**src/rtl/bist_sequencer.sv**
```systemverilog
// LFSR stimulus generator and MISR response compactor gated by an upstream run window;
// on window close it compares cycle count and signature against golden values and reports done/pass.
module bist_sequencer #(
    parameter int unsigned      WIDTH     = 8,
    parameter logic [WIDTH-1:0] SEED      = 8'h01,
    parameter logic [WIDTH-1:0] LFSR_TAPS = 8'hB8,
    parameter logic [WIDTH-1:0] MISR_TAPS = 8'hB8,
    parameter int unsigned      RUN_LEN   = 32,
    parameter logic [WIDTH-1:0] GOLDEN    = 8'h00
) (
    input  logic             clk,
    input  logic             rst,
    input  logic             ctrl,
    input  logic             sig_ctrl,
    input  logic [WIDTH-1:0] resp_in,
    input  logic [WIDTH-1:0] byp_in,
    output logic [WIDTH-1:0] stim_out,
    output logic [WIDTH-1:0] signature,
    output logic             done,
    output logic             pass
);

    localparam int unsigned CNT_W     = 7;
    localparam logic [CNT_W-1:0] CNT_MAX   = '1;
    localparam logic [CNT_W-1:0] RUN_LEN_C = CNT_W'(RUN_LEN);

    typedef enum logic [1:0] {
        IDLE  = 2'd0,
        RUN   = 2'd1,
        CHECK = 2'd2,
        DONE  = 2'd3
    } state_e;

    // An all-zero seed locks the LFSR at zero for the whole run.
    if (SEED == '0) begin : g_bad_seed
        $error("bist_sequencer: SEED must be nonzero");
    end

    function automatic logic [WIDTH-1:0] lfsr_next(input logic [WIDTH-1:0] x);
        return {x[WIDTH-2:0], ^(x & LFSR_TAPS)};
    endfunction

    function automatic logic [WIDTH-1:0] misr_next(input logic [WIDTH-1:0] m,
                                                   input logic [WIDTH-1:0] r);
        return {m[WIDTH-2:0], ^(m & MISR_TAPS)} ^ r;
    endfunction

    state_e           state_q, state_d;
    logic [WIDTH-1:0] lfsr_q,  lfsr_d;
    logic [WIDTH-1:0] misr_q,  misr_d;
    logic [CNT_W-1:0] cnt_q,   cnt_d;
    logic             done_q,  done_d;
    logic             pass_q,  pass_d;

    logic [CNT_W-1:0] cnt_inc;
    logic             start;

    assign cnt_inc = (cnt_q == CNT_MAX) ? cnt_q : cnt_q + 7'd1;
    assign start   = ctrl && !sig_ctrl;

    always_comb begin
        state_d = state_q;
        lfsr_d  = lfsr_q;
        misr_d  = misr_q;
        cnt_d   = cnt_q;
        done_d  = done_q;
        pass_d  = pass_q;
        case (state_q)
            IDLE: begin
                if (start) begin
                    lfsr_d  = lfsr_next(lfsr_q);
                    misr_d  = misr_next(misr_q, resp_in);
                    cnt_d   = cnt_inc;
                    state_d = RUN;
                end
            end
            RUN: begin
                if (sig_ctrl) begin
                    lfsr_d  = SEED;
                    misr_d  = '0;
                    cnt_d   = '0;
                    state_d = IDLE;
                end else if (ctrl) begin
                    lfsr_d  = lfsr_next(lfsr_q);
                    misr_d  = misr_next(misr_q, resp_in);
                    cnt_d   = cnt_inc;
                end else begin
                    state_d = CHECK;
                end
            end
            CHECK: begin
                pass_d  = (cnt_q == RUN_LEN_C) && (misr_q == GOLDEN);
                done_d  = 1'b1;
                state_d = DONE;
            end
            DONE: begin
                // Restart steps from the reinit values at once so the first window cycle counts.
                if (start) begin
                    lfsr_d  = lfsr_next(SEED);
                    misr_d  = misr_next('0, resp_in);
                    cnt_d   = 7'd1;
                    done_d  = 1'b0;
                    pass_d  = 1'b0;
                    state_d = RUN;
                end
            end
            default: begin
                state_d = IDLE;
            end
        endcase
    end

    always_ff @(posedge clk or posedge rst) begin
        if (rst) begin
            state_q <= IDLE;
            lfsr_q  <= SEED;
            misr_q  <= '0;
            cnt_q   <= '0;
            done_q  <= 1'b0;
            pass_q  <= 1'b0;
        end else begin
            state_q <= state_d;
            lfsr_q  <= lfsr_d;
            misr_q  <= misr_d;
            cnt_q   <= cnt_d;
            done_q  <= done_d;
            pass_q  <= pass_d;
        end
    end

    assign stim_out  = sig_ctrl ? byp_in : lfsr_q;
    assign signature = misr_q;
    assign done      = done_q;
    assign pass      = pass_q;

endmodule

```
**config.mk**
```make
export PLATFORM = sky130hd
export DESIGN_NAME = bist_sequencer
export DESIGN_NICKNAME = d
export VERILOG_FILES = /design/src/rtl/bist_sequencer.sv
export SDC_FILE = /design/constraint.sdc
export NUM_CORES = 1
export LEC_CHECK = 0
export CAP_MARGIN = 5
export CORE_AREA = 2 2 69 71
export DETAILED_ROUTE_END_ITERATION = 12
export DIE_AREA = 0 0 71 73
export PLACE_DENSITY = 0.61
export SETUP_SLACK_MARGIN = 0.05
export SYNTH_ARGS = -nofsm -noshare
export SYNTH_HDL_FRONTEND = slang
export SYNTH_SLANG_ARGS = --single-unit
```
**constraint.sdc**
```tcl
create_clock -name clk -period 2.5 [get_ports clk]
set_clock_uncertainty 0.15 [all_clocks]
set_input_delay 0.75 -clock clk [delete_from_list [all_inputs] [get_ports clk]]
set_output_delay 0.75 -clock clk [all_outputs]
set_load 0.01 [all_outputs]
```
Clock network drawn from the DEF:
Drawn at 6 px/µm.
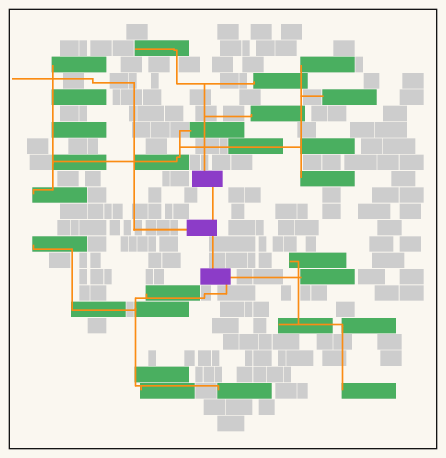
[purple] clock-net drivers | count: 3
[green] flip-flops | count: 27
[orange] clock wires | length: 347 µm
routed clock nets: 4

The metal 2 layer:
Drawn at 6 px/µm. Cells faint in the background.
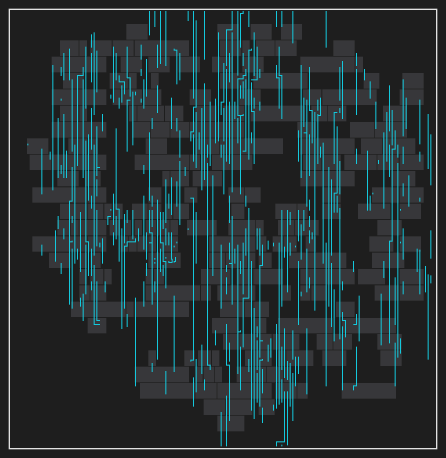
nets with wire on the layer: 216
wire length on this layer: 2240 µm

Clock nets:
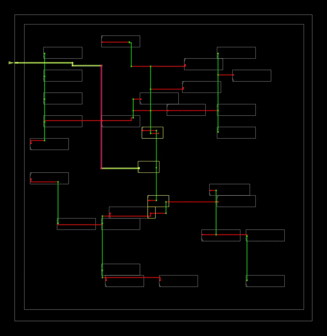
Inserted Clock Buffers: 3
clock latency on the worst-skew pair: 270 ps
clock-net power: 0.246 mW

Nets reached from selected ports:
Drawn at 4 px/µm.
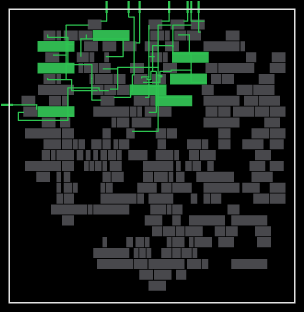
[green] `signature` | bits: 8 | direction: output | edge: 7 north, 1 west | end cells: 8 | buffers: 8 | wire: 376 µm

Cells colored by class:
Drawn at 4 px/µm. Fill, decap, tap and diode cells in gray.
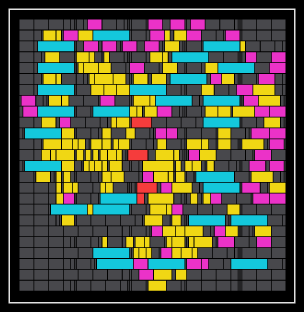
[yellow] remaining logic cells | cells: 135 | share of their area: 45%
[cyan] sequential cells | cells: 27 | share of their area: 30%
[red] clock drivers and dummy loads | cells: 4 | share of their area: 2.1%
[magenta] remaining buffers and delay cells | cells: 53 | share of their area: 23%

==> impl_metrics.csv <==
group,metric,value,unit
worst_setup_path,timing.reg2reg.setup_slack,330,ps
yosys,muxShareOfSynthArea,6.55,%
drt,maxUsedRoutingLayer,"met4",
yosys,syn_inst,168,
clock_tree,htree_levels,1,
clock_tree,postCtsSetupBuffers,0,
timing,fin_crit_sh,97.7,%
yosys,synth_seq_share,39.4,%
drt,met2RoutedLength,2240,µm
placed_design,placedInstanceArea,2220,µm²
drt,met3_wirelength,174,µm
drt,wl_per_cell,15.5,µm
power,power_leakage,1.05,nW
flow_run,warnings,33,
placed_design,place.detailed.hpwl,3180,µm
layout,num-nets-final,248,
worst_setup_path,cp-end-kind,"output pin",
die,floorplan.die.height,73,µm
die,floorplan.die.width,71,µm
yosys,yosys.area.top_type,"dfrtp_1",
layout,stdcell_area,2310,µm²
yosys,syn-mean-instance-area,10.2,µm²
global_route,grt_pass1_wl,7010,µm
drt,ant_nets,0,
worst_setup_path,timing.critical_path.cells,"clkdlybuf4s50_1 > mux2_4 > buf_6",
layout,fin_cells,273,
drt,routed_metal_1_wire_length,1790,µm
drt,drt_iter0_drc,43,
layout,antenna_cells,0,
global_route,initial_antenna_violation_count,0,
yosys,synth.cellmix.compoundShare,20.2,%
yosys,synth_nets,196,
global_route,grt_usage,16.9,%
yosys,synth_cell_type_count,44,
drt,detail_route.first_pass.iterations,4,
timing,relSlewSlack,70.6,%
worst_setup_path,critical_path.slowest_cell,"clkdlybuf4s50_1",
global_route,grt_pass1_vias,1497,
flow_run,maxCapViolCount,0,
worst_setup_path,wp_depth,3,
timing,timing.final.hold_violations,0,
yosys,synth.top_cells.by_count,"26 x dfrtp_1, 17 x nor2_1, 11 x xnor2_1",
layout,layout-area-overhead-vs-synth,34.7,%
die,chip_area,5180,µm²
yosys,syn-cell-area,1720,µm²
worst_setup_path,crit_path_start,"byp_in[6]",
worst_setup_path,r2r_cells,6,
worst_setup_path,worstReg2RegStart,"state_q[1]",
layout,post_route_cells_drive_above_1_share,21.5,%
timing,finalSetupViolCount,0,
yosys,yosys_warnings,0,
placed_design,placedCellCount,268,
yosys,yosys.cell_count.top_type,"dfrtp_1",
worst_setup_path,crit_buf_inv,2,
clock_tree,clock_root_buffer,"clkbuf_8",
timing,fmax,0.410,GHz
yosys,edf_count,0,
worst_setup_path,worst_setup_path_endpoint,"stim_out[6]",
yosys,synthXorXnorAreaFrac,6.63,%
yosys,async_reset_ff_share,100,%
timing,grt_setup_unrepaired,"yes",
yosys,simple_gate_share_of_the_synthesized_area,16.7,%
status,outcome,"completed",
clock_tree,max-clock-path-buffers,2,
yosys,synth_top_area_share,37.9,%
timing,final_max_slew_viol_count,0,
worst_setup_path,worst_r2r_endpoint,"cnt_q[0]",
yosys,top_cells_by_area,"dfrtp_1 38%, mux2_2 6.6%, ha_1 5.8%",
timing,whs,360,ps
min_path,holdCritPathClass,"reg -> reg",
drt,vias,1485,
worst_setup_path,crit_family,"buffers and inverters",
die,floorplan.io_pins,38,
yosys,adder_share,5.83,%
worst_setup_path,crit_required,1600,ps
power,ir_drop,0.502,mV
drt,post_drt_via_cell_ratio,5.44,
worst_setup_path,cp-start-kind,"input pin",
clock_tree,clock_sinks,27,
die,floorplan.initialDensity,37.9,%
worst_setup_path,cp_max_fo,1,
placed_design,place_congestion,0.821,
yosys,postSynth.topFlopCell,"dfrtp_1",
worst_setup_path,cp_data_arrival_time,1540,ps
drt,drc,0,
global_route,globalRouteOverflowTotal,0,
drt,wirelength,4230,µm
placed_design,io_buffer_count,37,
die,core,4540,µm²
clock_tree,cts_tree,"done",
worst_setup_path,critical-path-max-stage-delay,410,ps
timing,tightestPinTransition,441,ps
timing,layout_min_cycle_time,2440,ps
yosys,ys_cells,168,
clock_tree,post_cts_hold_buffer_count,0,
timing,setup-tns-final,0,ps
clock_tree,clk_pin_slew_worst_paths,90,ps
yosys,main_kind_of_combinational_logic_by_area,"AND-OR/OR-AND gates",
yosys,yosys_area,1720,µm²
die,rows,25,
## tightest hold or removal path: stages (launching register included)
cell and delay, ps:
dfrtp_1 350, nand3_1 70, nand2_1 60
## how the worst min path moves through the flow
stage,start,depth (start not counted),end,slack (ps)
after floorplan,lfsr_q[1],1,lfsr_q[2],330
after global placement,pass,2,pass,340
after detailed placement,pass,2,pass,340
after CTS,pass,2,pass,370
after global routing,pass,2,pass,400
final,pass,2,pass,360
## power by group
| group | leakage, nW | total [mW] | internal, mW | switching (mW) |
|---|---|---|---|---|
| logic | 0.681 | 1.74 | 0.936 | 0.801 |
| clock network | 0.0255 | 0.246 | 0.112 | 0.135 |
| registers | 0.344 | 0.843 | 0.628 | 0.215 |
| total | 1.05 | 2.83 | 1.68 | 1.15 |
## cells in the final DEF (no fill, tap or decap), types with 2 or more instances in the layout
cell type,synthesis,final
dfrtp_1,26,26
clkdlybuf4s50_1,0,26
nor2_1,17,17
buf_4,1,14
xnor2_1,11,11
inv_1,10,10
nand2_1,10,10
buf_6,2,10
a22o_1,8,8
ha_1,8,8
a221o_1,7,7
a21oi_1,5,5
mux2_2,10,5
mux2_4,0,5
nand3_1,4,4
nor3_1,4,4
nand2b_1,3,3
nor2b_1,3,3
o21ai_0,3,3
clkbuf_8,0,3
and3_1,2,2
o31a_1,2,2
nand4_1,2,2
xor2_1,2,2
o21a_1,2,2
a31oi_1,2,2
a211o_1,2,2
nor4_1,2,2
dlymetal6s2s_1,0,2
## flip-flops by register name, indices dropped and copies added (netlist names)
name and flops:
lfsr_q 8, signature 8, cnt_q 7, state_q 2
done 1, pass 1
## metal layers
layer | vias up | track usage, %
met1 | 724 | 20.2
met5 | - | 0
met4 | 0 | 3.77
met3 | 2 | 2.21
met2 | 43 | 32.2
li1 | 716 | -
## cell families (layout without fill, tap and decap cells)
family	after synthesis	in the layout
buffers and inverters	16	67
multiplexers	10	10
flip-flops	27	27
AND/OR/NAND/NOR	54	54
XOR/XNOR	13	13
AND-OR/OR-AND	40	40
adder cells (fa/ha/maj)	8	8
## layout make-up
class | count | area, µm²
clock inverters | 1 | 5.00
multi-input cells | 125 | 978
repair buffers | 53 | 508
flip-flops and latches | 27 | 677
inverters | 10 | 37.5
clock buffers | 3 | 41.3
fillers | 401 | 2220
well taps | 54 | 67.6
## through the flow
stage               utilization [%]  total power [mW]  setup slack (ps)
floorplan                         -              1.97               295
detailed placement             49.0              2.56              -621
finish                         51.0              2.83              58.0
global route                   51.0              3.06              39.1
global placement               49.0              2.50              -586
CTS                            49.8              2.80              43.5
## timing repair
action | 4_1_cts | 5_1_grt
cloned | 1 | 0
endpoints found under the setup margin | 12 | 7
hold endpoints to repair | 0 | 0
gates resized | 42 | 12
No activity file was given, so power comes from the tool's default toggle rates.
